<file path="config.mk">
export PLATFORM = sky130hd
export DESIGN_NAME = trans_phase_driver
export DESIGN_NICKNAME = d
export VERILOG_FILES = /design/src/rtl/trans_phase_driver_pkg.sv /design/src/rtl/trans_phase_driver_sync.sv /design/src/rtl/trans_phase_driver.sv
export SDC_FILE = /design/constraint.sdc
export NUM_CORES = 1
export LEC_CHECK = 0
export CAP_MARGIN = 20
export CORE_MARGIN = 1.5
export CORE_UTILIZATION = 35
export CTS_BUF_LIST = sky130_fd_sc_hd__clkbuf_8
export CTS_CLUSTER_SIZE = 25
export DETAILED_ROUTE_END_ITERATION = 8
export RECOVER_POWER = 50
export SETUP_SLACK_MARGIN = 0.05
export SYNTH_ARGS = -nofsm -noshare
export SYNTH_HDL_FRONTEND = slang
export SYNTH_SLANG_ARGS = --single-unit
</file>
<file path="constraint.sdc">
create_clock -name clk -period 8.9 [get_ports clk]
set_clock_uncertainty 0.05 [all_clocks]
set_input_delay 1.78 -clock clk [delete_from_list [all_inputs] [get_ports clk]]
set_output_delay 1.78 -clock clk [all_outputs]
set_load 0.02 [all_outputs]
</file>
<file path="src/rtl/trans_phase_driver_pkg.sv">
// Shared opcodes, parser states and phase arithmetic for the ultrasonic
// transducer phase driver.
package trans_pkg;

    localparam logic [7:0] OP_SET_PHASE = 8'h01;
    localparam logic [7:0] OP_COMMIT    = 8'h02;
    localparam logic [7:0] OP_ENABLE    = 8'h03;

    typedef enum logic [2:0] {
        IDLE   = 3'd0,
        CHAN   = 3'd1,
        PH_HI  = 3'd2,
        PH_LO  = 3'd3,
        EN_ARG = 3'd4
    } parse_state_e;

    // Distance of the counter past a channel's phase point, modulo the period.
    function automatic logic [16:0] phase_offset(
        input logic [16:0] cnt,
        input logic [16:0] act,
        input logic [16:0] period
    );
        return (cnt >= act) ? (cnt - act) : (cnt + period - act);
    endfunction

endpackage

</file>
<file path="src/rtl/trans_phase_driver_sync.sv">
// Two-flop synchroniser for the external sync input with a registered
// one-cycle rising-edge pulse.
module sync_edge_detect (
    input  logic clk,
    input  logic rst_n,
    input  logic async_i,
    output logic rise_o
);

    logic meta_q;
    logic sync_q;
    logic sync_dly_q;
    logic rise_q;

    always_ff @(posedge clk or negedge rst_n) begin
        if (!rst_n) begin
            meta_q     <= 1'b0;
            sync_q     <= 1'b0;
            sync_dly_q <= 1'b0;
            rise_q     <= 1'b0;
        end else begin
            meta_q     <= async_i;
            sync_q     <= meta_q;
            sync_dly_q <= sync_q;
            rise_q     <= sync_q & ~sync_dly_q;
        end
    end

    assign rise_o = rise_q;

endmodule

</file>
<file path="src/rtl/trans_phase_driver.sv">
// Multi-channel transducer driver: byte-command parser, double-buffered
// per-channel phases and a shared carrier period counter.
//
// state  | meaning
// IDLE   | waiting for an opcode byte
// CHAN   | next byte is the channel index
// PH_HI  | next byte is phase[15:8]
// PH_LO  | next byte is phase[7:0], then range check and shadow write
// EN_ARG | next byte bit 0 is the new enable
module trans_phase_driver
    import trans_pkg::*;
#(
    parameter int NUM_CHANNELS = 4,
    parameter int PERIOD       = 1250,
    parameter int SYNC_SLAVE   = 0
) (
    input  logic                    clk,
    input  logic                    rst_n,
    input  logic [7:0]              cmd_data,
    input  logic                    cmd_valid,
    output logic                    cmd_ready,
    input  logic                    sync_in,
    output logic                    sync_out,
    output logic [NUM_CHANNELS-1:0] trans,
    output logic                    cmd_err
);

    localparam int              PW       = $clog2(PERIOD);
    localparam int              CW       = (NUM_CHANNELS > 1) ? $clog2(NUM_CHANNELS) : 1;
    localparam logic [PW-1:0]   CNT_LAST = PW'(PERIOD - 1);
    localparam logic [16:0]     PERIOD_X = 17'(PERIOD);
    localparam logic [16:0]     HALF_X   = 17'(PERIOD / 2);

    parse_state_e              state_q;
    logic [7:0]                chan_q;
    logic [7:0]                ph_hi_q;
    logic                      enable_q;
    logic                      enable_d;
    logic                      cmd_err_q;
    logic                      cmd_ready_q;
    logic                      pending_q;
    logic                      pending_d;
    logic [PW-1:0]             cnt_q;
    logic [PW-1:0]             cnt_d;
    logic                      start_q;
    logic                      start_d;
    logic                      sync_out_q;
    logic [NUM_CHANNELS-1:0]   trans_q;
    logic [NUM_CHANNELS-1:0]   trans_d;
    logic [PW-1:0]             shadow_q [NUM_CHANNELS];
    logic [PW-1:0]             active_q [NUM_CHANNELS];

    logic                      accept;
    logic                      commit_cmd;
    logic                      sync_rise;
    logic                      realign;
    logic [15:0]               phase_w;
    logic                      phase_ok;
    logic                      chan_ok;

    sync_edge_detect u_sync (
        .clk     (clk),
        .rst_n   (rst_n),
        .async_i (sync_in),
        .rise_o  (sync_rise)
    );

    assign phase_w  = {ph_hi_q, cmd_data};
    assign phase_ok = (32'(phase_w) < 32'(PERIOD));
    assign chan_ok  = (32'(chan_q) < 32'(NUM_CHANNELS));

    always_comb begin
        accept     = cmd_valid && cmd_ready_q;
        commit_cmd = accept && (state_q == IDLE) && (cmd_data == OP_COMMIT);

        enable_d = enable_q;
        if (accept && (state_q == EN_ARG)) begin
            enable_d = cmd_data[0];
        end

        realign = (SYNC_SLAVE != 0) && sync_rise;
        if (realign || (cnt_q == CNT_LAST)) begin
            cnt_d = '0;
        end else begin
            cnt_d = cnt_q + PW'(1);
        end
        // A realign landing on a counter that is already at 0 is not a new period.
        start_d = (cnt_d == '0) && (cnt_q != '0);

        pending_d = pending_q;
        if (start_d) begin
            pending_d = 1'b0;
        end
        if (commit_cmd) begin
            pending_d = 1'b1;
        end
    end

    for (genvar g = 0; g < NUM_CHANNELS; g++) begin : g_ch
        logic [16:0] offset;
        assign offset     = phase_offset(17'(cnt_q), 17'(active_q[g]), PERIOD_X);
        assign trans_d[g] = enable_d && (offset < HALF_X);
    end

    always_ff @(posedge clk or negedge rst_n) begin
        if (!rst_n) begin
            state_q   <= IDLE;
            chan_q    <= '0;
            ph_hi_q   <= '0;
            enable_q  <= 1'b0;
            cmd_err_q <= 1'b0;
            for (int i = 0; i < NUM_CHANNELS; i++) begin
                shadow_q[i] <= '0;
            end
        end else begin
            cmd_err_q <= 1'b0;
            enable_q  <= enable_d;
            if (accept) begin
                case (state_q)
                    IDLE: begin
                        if (cmd_data == OP_SET_PHASE) begin
                            state_q <= CHAN;
                        end else if (cmd_data == OP_ENABLE) begin
                            state_q <= EN_ARG;
                        end else if (cmd_data != OP_COMMIT) begin
                            cmd_err_q <= 1'b1;
                        end
                    end
                    CHAN: begin
                        chan_q  <= cmd_data;
                        state_q <= PH_HI;
                    end
                    PH_HI: begin
                        ph_hi_q <= cmd_data;
                        state_q <= PH_LO;
                    end
                    PH_LO: begin
                        if (chan_ok && phase_ok) begin
                            shadow_q[chan_q[CW-1:0]] <= phase_w[PW-1:0];
                        end else begin
                            cmd_err_q <= 1'b1;
                        end
                        state_q <= IDLE;
                    end
                    EN_ARG: begin
                        state_q <= IDLE;
                    end
                    default: begin
                        state_q <= IDLE;
                    end
                endcase
            end
        end
    end

    // start_q resets high so the first cycle out of reset counts as a period start.
    always_ff @(posedge clk or negedge rst_n) begin
        if (!rst_n) begin
            cnt_q       <= '0;
            start_q     <= 1'b1;
            sync_out_q  <= 1'b0;
            pending_q   <= 1'b0;
            cmd_ready_q <= 1'b0;
            trans_q     <= '0;
            for (int i = 0; i < NUM_CHANNELS; i++) begin
                active_q[i] <= '0;
            end
        end else begin
            cnt_q       <= cnt_d;
            start_q     <= start_d;
            sync_out_q  <= start_q;
            pending_q   <= pending_d;
            cmd_ready_q <= !pending_d;
            trans_q     <= trans_d;
            if (start_d && pending_q) begin
                for (int i = 0; i < NUM_CHANNELS; i++) begin
                    active_q[i] <= shadow_q[i];
                end
            end
        end
    end

    assign cmd_ready = cmd_ready_q;
    assign sync_out  = sync_out_q;
    assign trans     = trans_q;
    assign cmd_err   = cmd_err_q;

endmodule

</file>
Fig. 1: the metal 3 layer
Scale: 3 px per um.
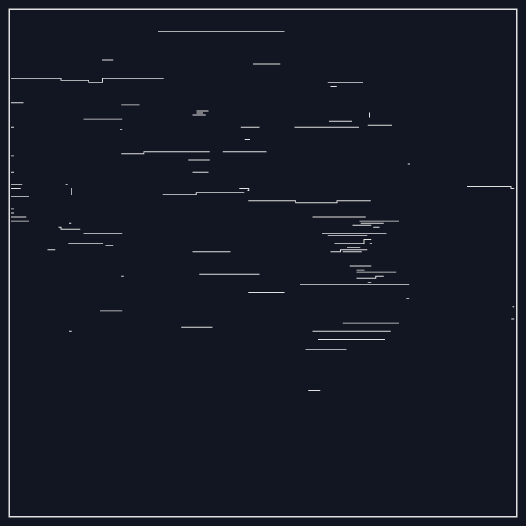
- nets with wire on the layer: 53
- main direction: horizontal
- share of all routed wire: 3.2%
- longest straight run: 41.9 um
Total Wirelength: 23.11 mm
met3 global-route usage: 2.385%
total number of vias: 7288

==> run summary <==
Figures from the implementation reports.

- The run finished, with violations left.
- The final reports fail on max-capacitance violations, max-slew violations.
- The remaining global-route overflow is 0.
- The count of mapped cells out of synthesis reads 964.
- Entering global routing, the biggest net connects 86 pins.
- For this run, the leading register cell type out of synthesis is sky130_fd_sc_hd__dfrtp_1.
- The classification of the worst-slack hold path is reg -> reg.
- The share of power burned in combinational logic is 2.0%.
- 0 antenna diodes ended up in the layout.
- The cell area after synthesis reads 9603 sq um.
- The mean instance size in the synthesized netlist reads 9.962 sq um.
- The x dimension of the die is 168.6 um.
- The critical path buffer and inverter count reads 1.
- The tapcell count is 341.
- The startpoint-to-endpoint class of the critical path reads in -> async.
- The fraction of standard cell area in multi-input logic is 57.38%.
- The count of hold buffers inserted by post-cts repair reads 0.
- The routed design could run at a clock period as short as 5.525 ns.
- After floorplanning, the core was divided into 60 placement rows.
- The register fraction of the total cell area reads 30.37%.
- The sequential area share after synthesis is 33.37%.
- The script parses the final routing iteration and logs DRC violations as 0.
- The clock slew seen by the registers of the worst setup and hold paths reads 0.08 ns.
- The number of max-cap violations is 1.
- The cell type with the largest total area after synthesis reads sky130_fd_sc_hd__dfrtp_1.
- The uppermost signal routing layer after detailed routing reads met4.
- The non-clock buffer count in the final layout reads 22.
- Leaving out buffers and inverters, the combinational logic in the layout accounts for 6055 sq um.
- The number of register bits inferred by synthesis is 128.
- The count of endpoints failing setup in the final report is 0.
- The critical-path maximum fanout is 85.
- The sequential cell count of the final layout reads 128.
- The region available for standard cell placement spans 26950 sq um.
- The area added between synthesis and finish is 9.889%.
- The CTS root buffer is sky130_fd_sc_hd__clkbuf_8.
- The count of pins over their slew limit reads 86.
- The commonest cells after synthesis are sky130_fd_sc_hd__dfrtp_1, sky130_fd_sc_hd__ha_1, sky130_fd_sc_hd__nor2_1.
- The group with the largest share of power reads sequential cells.
- The main area contributors are sky130_fd_sc_hd__dfrtp_1, sky130_fd_sc_hd__ha_1, sky130_fd_sc_hd__mux2_2.
- The number of nets handed over by synthesis was 1075.
- The synthesized netlist has a Yosys-reported chip area of 9603 sq um.
- The report lists the cells along the critical path as clkbuf_1.
- The inverter tally of the final layout excluding the clock network is 60.
- The cell family contributing the most delay on the critical path is buffers and inverters.
- The first global-routing pass estimated 37.01 mm of wire.
- After detailed routing, the met2 layer carries 10.43 mm of wire.
- The post-synth count of flops with an enable pin is 0.
- The clock-cell share of area is 4.174%.
- The deepest clock path buffer count reads 2.
- The worst slew margin relative to its limit reads -199.8%.
- The longest incremental delay of any stage on the critical path is reported as 3.08 ns.
- The post-CTS setup buffer count is 0.
- The clock tree from TritonCTS is built.
- The async set-reset flop share out of synthesis reads 100.0%.
- The remaining antenna violation count after routing reads 0.
- The final estimated routing congestion in global placement reads 0.8550.
- The H-tree was split into 4 levels.
- The library cell with the highest instance count after synthesis is sky130_fd_sc_hd__dfrtp_1.
- Sequential cells burn 49.8% of the power.
- The transition time at the pin with the least slew margin is 4.498 ns.
- Counting every sink on the clock net gives 128.
- The switching component of the power reads 0.2874 mW.
- The placed wire-length estimate reads 16.85 mm.
- The number of clock buffers in the layout reads 18.
- The number of clock buffers inserted by TritonCTS reads 17.
- The reported sequential group power reads 0.581 mW.
- The initial detailed-routing violation count reads 413.
- The commonest non-fill, non-tap cell in the layout reads sky130_fd_sc_hd__dfrtp_1.
- The final-stage net count reads 1094.
- Timing would allow up to 0.1810 GHz.
- The number of global-route vias before repair is 7016.
- The share of layout cells above drive strength 1 reads 15.16%.
- The count of buffers inserted at the top-level ports is 17.
Fig. 2: metal layers overlaid
Scale: 1.5 px per um.
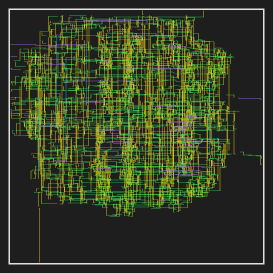
- yellow: met2 (wire length 10400 um)
- purple: met3 (wire length 740 um)
- cyan: met4 (wire length 360 um)
- green: met1 (wire length 11600 um)
GRT Overall Usage: 16.79%
routed length per placed instance: 17.28 um

==> metal layers <==
layer,vias up,track usage [%]
li1,3591,-
met1,3539,23.28
met2,133,27.44
met3,25,2.385
met4,0,4.464
met5,-,0
==> worst max path at each step <==
stage | start | endpoint | slack (ns) | depth (start not counted)
4_1_cts | cmd_data[3] | shadow_q[5] | 4.05 | 7
5_1_grt | rst_n | shadow_q[5] | 2.42 | 1
3_3_place_gp | cmd_data[3] | shadow_q[2] | 3.78 | 7
6_report | rst_n | shadow_q[16] | 3.38 | 1
3_5_place_dp | cmd_data[3] | shadow_q[4] | 3.55 | 7
2_1_floorplan | cmd_data[4] | shadow_q[35] | 4.93 | 8
==> logic make-up after synthesis <==
family                     share of synthesized area (%)
and+or+nand+nor                                    14.07
xor gates and xnor gates                           5.563
adders and majority gates                          13.52
muxes                                              13.94
DFF                                                33.37
AOI/OAI and AO/OA                                  15.95
buffers and inverters                              3.583
==> stage by stage <==
| stage | area (sq um) | setup slack, ns | util [%] | hold slack (ns) |
|---|---|---|---|---|
| after global placement | 10120 | 3.778 | 37.55 | 0.3299 |
| final | 10550 | 3.375 | 39.16 | 0.3485 |
| after detailed placement | 10120 | 3.553 | 37.55 | 0.3341 |
| after CTS | 10560 | 4.049 | 39.18 | 0.3492 |
| after global routing | 10550 | 2.418 | 39.16 | 0.3520 |
| after floorplan | 9603 | 4.931 | - | 0.3293 |
==> flip-flops by register name (all words and copies together), names as in the netlist, 3 cells and up <==
signal,flops
active_q,44
shadow_q,44
cnt_q,11
chan_q,8
ph_hi_q,8
trans,4
state_q,3
Power and IR drop assume default switching activity.
